[config.mk]
export PLATFORM = sky130hd
export DESIGN_NAME = dmem_arbiter
export DESIGN_NICKNAME = d
export VERILOG_FILES = /design/src/rtl/dmem_arbiter.sv
export SDC_FILE = /design/constraint.sdc
export NUM_CORES = 1
export LEC_CHECK = 0
export ABC_AREA = 1
export ABC_CLOCK_PERIOD_IN_PS = 1440
export CORE_MARGIN = 5
export CORE_UTILIZATION = 38
export CTS_CLUSTER_DIAMETER = 120
export DETAILED_ROUTE_END_ITERATION = 10
export GPL_ROUTABILITY_DRIVEN = 0
export PLACE_DENSITY = 0.74
export SYNTH_ARGS = -nofsm -noshare
export SYNTH_HDL_FRONTEND = slang
export SYNTH_SLANG_ARGS = --single-unit
[constraint.sdc]
create_clock -name clk -period 1.44 [get_ports clk]
set_input_delay 0.288 -clock clk [delete_from_list [all_inputs] [get_ports clk]]
set_output_delay 0.288 -clock clk [all_outputs]
set_load 0.005 [all_outputs]
[src/rtl/dmem_arbiter.sv]
// dmem_arbiter: round-robin arbiter sharing one single-port data memory
// between the CPU data path (port 0) and a debug/loader path (port 1).
// One transaction is in flight at a time: IDLE -> ISSUE -> WAIT -> ACK.
//
// Ports:
//   clk, rst                 rising-edge clock, synchronous active-high reset
//   rN_req/wr/addr/wdata     requester N request and transaction fields
//   rN_ack, rN_rdata         one-cycle completion pulse and read data
//   mem_en/wr/addr/wdata     memory access strobe and fields (all registered)
//   mem_rdata                memory read data, valid RD_LAT cycles after mem_en
//   busy                     high whenever the FSM is not in IDLE
//   gnt_id                   port owning the current or last transaction
module dmem_arbiter #(
    parameter int AW     = 8,
    parameter int DW     = 8,
    parameter int RD_LAT = 1
) (
    input  logic          clk,
    input  logic          rst,
    input  logic          r0_req,
    input  logic          r0_wr,
    input  logic [AW-1:0] r0_addr,
    input  logic [DW-1:0] r0_wdata,
    output logic          r0_ack,
    output logic [DW-1:0] r0_rdata,
    input  logic          r1_req,
    input  logic          r1_wr,
    input  logic [AW-1:0] r1_addr,
    input  logic [DW-1:0] r1_wdata,
    output logic          r1_ack,
    output logic [DW-1:0] r1_rdata,
    output logic          mem_en,
    output logic          mem_wr,
    output logic [AW-1:0] mem_addr,
    output logic [DW-1:0] mem_wdata,
    input  logic [DW-1:0] mem_rdata,
    output logic          busy,
    output logic          gnt_id
);

    typedef enum logic [1:0] {IDLE, ISSUE, WAIT, ACK} state_t;

    state_t     state, state_nx;
    logic       last_srv;
    logic [1:0] cnt;
    logic       lat_wr;
    logic       grant_vld;
    logic       grant_port;

    // Next-state and arbitration. On a tie the port that was not served
    // last wins, which gives strict alternation under contention.
    always_comb begin
        state_nx   = state;
        grant_vld  = 1'b0;
        grant_port = 1'b0;
        case (state)
            IDLE: begin
                if (r0_req && r1_req) begin
                    grant_vld  = 1'b1;
                    grant_port = ~last_srv;
                end else if (r0_req) begin
                    grant_vld  = 1'b1;
                    grant_port = 1'b0;
                end else if (r1_req) begin
                    grant_vld  = 1'b1;
                    grant_port = 1'b1;
                end
                if (grant_vld) state_nx = ISSUE;
            end
            ISSUE:   state_nx = WAIT;
            WAIT:    if (cnt == 2'd0) state_nx = ACK;
            ACK:     state_nx = IDLE;
            default: state_nx = IDLE;
        endcase
    end

    always_ff @(posedge clk) begin
        if (rst) state <= IDLE;
        else     state <= state_nx;
    end

    // Registered outputs. mem_addr/mem_wdata keep the granted port's fields
    // after ISSUE, so a non-granted port changing its fields has no effect.
    always_ff @(posedge clk) begin
        if (rst) begin
            r0_ack    <= 1'b0;
            r1_ack    <= 1'b0;
            r0_rdata  <= '0;
            r1_rdata  <= '0;
            mem_en    <= 1'b0;
            mem_wr    <= 1'b0;
            mem_addr  <= '0;
            mem_wdata <= '0;
            busy      <= 1'b0;
            gnt_id    <= 1'b0;
            last_srv  <= 1'b1;
            cnt       <= 2'd0;
        end else begin
            busy   <= (state_nx != IDLE);
            r0_ack <= 1'b0;
            r1_ack <= 1'b0;
            mem_en <= 1'b0;
            mem_wr <= 1'b0;
            case (state)
                IDLE: begin
                    if (grant_vld) begin
                        gnt_id <= grant_port;
                        mem_en <= 1'b1;
                        if (grant_port) begin
                            mem_wr    <= r1_wr;
                            mem_addr  <= r1_addr;
                            mem_wdata <= r1_wdata;
                            lat_wr    <= r1_wr;
                        end else begin
                            mem_wr    <= r0_wr;
                            mem_addr  <= r0_addr;
                            mem_wdata <= r0_wdata;
                            lat_wr    <= r0_wr;
                        end
                    end
                end
                ISSUE: cnt <= 2'(RD_LAT - 1);
                WAIT: begin
                    if (cnt == 2'd0) begin
                        // Writes leave rdata untouched so it holds the last read.
                        if (gnt_id) begin
                            r1_ack <= 1'b1;
                            if (!lat_wr) r1_rdata <= mem_rdata;
                        end else begin
                            r0_ack <= 1'b1;
                            if (!lat_wr) r0_rdata <= mem_rdata;
                        end
                    end else begin
                        cnt <= cnt - 2'd1;
                    end
                end
                ACK:     last_srv <= gnt_id;
                default: ;
            endcase
        end
    end

endmodule

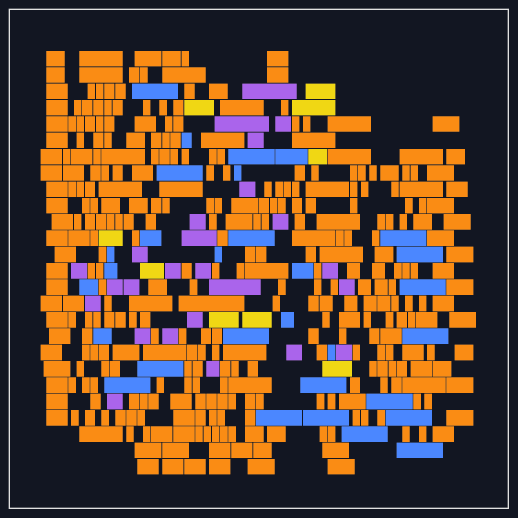
(images/drive_strength.png)
Drawn at 6 px/micron.
legend:
  purple:
    size: drive 3 to 4
    cells: 25
  blue:
    size: drive 2
    cells: 30
  orange:
    size: drive 1 or less
    cells: 330
  yellow:
    size: drive 6 and up
    cells: 9
Buffers, non-clock: 106
layout-stage area growth over the synthesis result: 60.5%

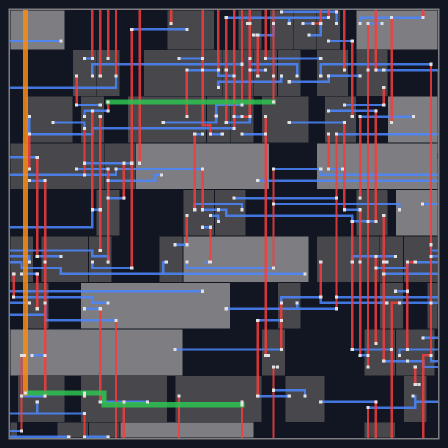
(images/zoom.png)
Region (29, 29) to (54, 54) microns. Cells in grey, sequential cells in the stronger grey; small squares are vias.
legend:
  green:
    layer: met3
  red:
    layer: met2
  blue:
    layer: met1
  orange:
    layer: met4
cells with their middle in the window: 50
sequential cells in the window: 6
most frequent: inv_1 (8), nand2_1 (7), buf_4 (6)

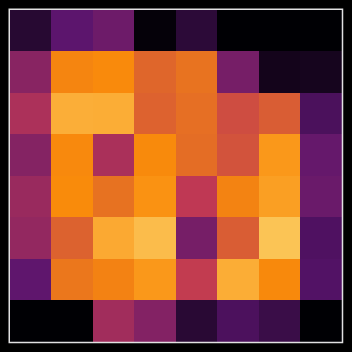
(images/density.png)
Drawn at 4 px/micron. 8 x 8 tiles, from black (low) to pale yellow (high), 0 to 100% covered.
nearly empty tiles: 11%
densest ninth of the die: middle
fullest tile: 87%
mean over tiles: 46%

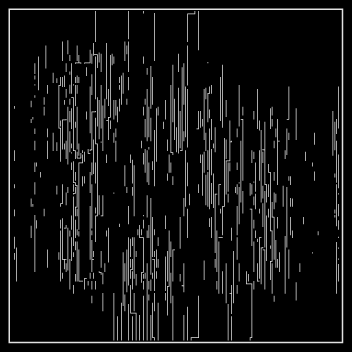
(images/met2.png)
Drawn at 4 px/micron.
longest straight run: 20.7 microns
main direction: vertical
wire length on this layer: 2510 microns
nets with wire on the layer: 351
share of all routed wire: 46%

==> summary.txt <==
Summary of implementation figures.

Timing
The post-route setup TNS is 0 ps. Per the timing report, the achievable frequency comes out to 0.713 GHz. Once routing completed, OpenROAD measured the worst setup slack at 36.8 ps. The final critical delay including setup and external delays is between 1000 and 1500 ps. The post-route clock period utilization is 97.4%.

Yosys
The net count entering floorplan is 342. The main area contributors are dfxtp_1, nand3_1, inv_1. The total of warnings raised by yosys is 0. Before any placement, the netlist area is recorded as 2020 sq um.

The synthesized area divided by synthesized cell count is 6.94 sq um. The main flop type after synthesis is dfxtp_1. The number of flops mapped to enable cells by yosys is 1. The gate count after technology mapping is 291.

Global routing
The global-route total usage across every layer is 16.0%. The number of global-route vias before repair is 2084. The pin count of the biggest net entering global routing is 36. The met3 routing resource usage after global routing is under 10%.

Worst hold path
The worst hold endpoint is mem_addr[1]. The startpoint of the lowest-slack hold path is mem_addr[1]. Note that the worst hold path type here is register to register.

Critical path
Per STA, the worst path accumulates the most delay in the family buffers and inverters. The buffer and inverter count on the worst path is 1. The worst reg2reg path startpoint is state[1].

The number of cells traversed by the worst register-to-register path is 8. The cell sequence reported for the critical path is clkdlybuf4s50_1. The worst setup path is of the register to output port kind.

The worst setup path is captured at an output port. The stage delay of the slowest cell on the critical path is 500 ps.

Floorplanning
84 I/O pins were placed. The floorplan report lists the tap cell count as 70. The share of the core area taken by cells at floorplan is 39.3%. The y dimension of the die is 82.9 microns.

Placement
According to the dpl log, the detail-placed design has an HPWL of 4.11 mm. Setup slack on the worst path after placement came out at -121 ps.

Drt
The script logs the mean routed wire length per placed instance as 11.7 microns. The total detailed-routing wirelength is approximately 5.4 mm. Nets still carrying antenna violations after routing amount to 0. The top layer reached by signal wires is met4. The number of detailed-route iterations in the first pass is 4.

The detailed-routed wire length on met3 is 420 microns. The average via count per standard cell is 4.59.

Run
The stage-log warning count is 30.

Layout
Leaving out buffers and inverters, the combinational logic in the layout accounts for ~880 sq um. The clock tree buffer count of the final layout is 5. The final core utilization is 63.1%.

The net total in the final layout is roughly 440. Per the final layout report, the fraction of cells sized above drive strength 1 comes to 16.2%. The relative area of non-clock buffer cells in the final design is 32.4%.

Clock tree
Buffers added to address setup during post-CTS repair amount to 0. The quantity of gates resized following cts is 37. The number of buffers inserted by hold repair at cts is 0. The CTS tree is built. Looking at the clock tree report, the maximum root-to-sink buffer count equals 2.

Pwr
Total power normalized to cell area comes to 1090 nW/um^2. The peak supply drop is 0.493 mV.

Status
The flow ran to the end, and the final reports show no timing, DRC or antenna violations.
## cell usage in the layout (no fill, tap or decap), types with 2 or more instances in the layout
cell,count
buf_4,20
nand2_2,2
dfxtp_2,18
ha_1,2
nand3_1,47
o21ai_0,11
inv_2,4
nand2_1,52
clkbuf_8,5
dlygate4sd2_1,17
dfxtp_1,24
clkdlybuf4s50_1,47
nand4_1,8
inv_1,54
nor2_1,39
nor3_1,4
ha_4,2
buf_6,2
dlymetal6s2s_1,19
a21oi_1,3
o21ai_2,2
## where the power goes
group          total [mW]  switching (mW)  internal, mW
clock               0.774           0.429         0.346
combinational        1.24           0.605         0.636
sequential           1.53           0.103          1.43
## per-stage QoR
step                cells  hold WS (ps)
global placement      455           455
CTS                   463           470
finish                464           468
floorplan             291           441
global route          464           495
detailed placement    455           461
Power and IR drop assume default switching activity.
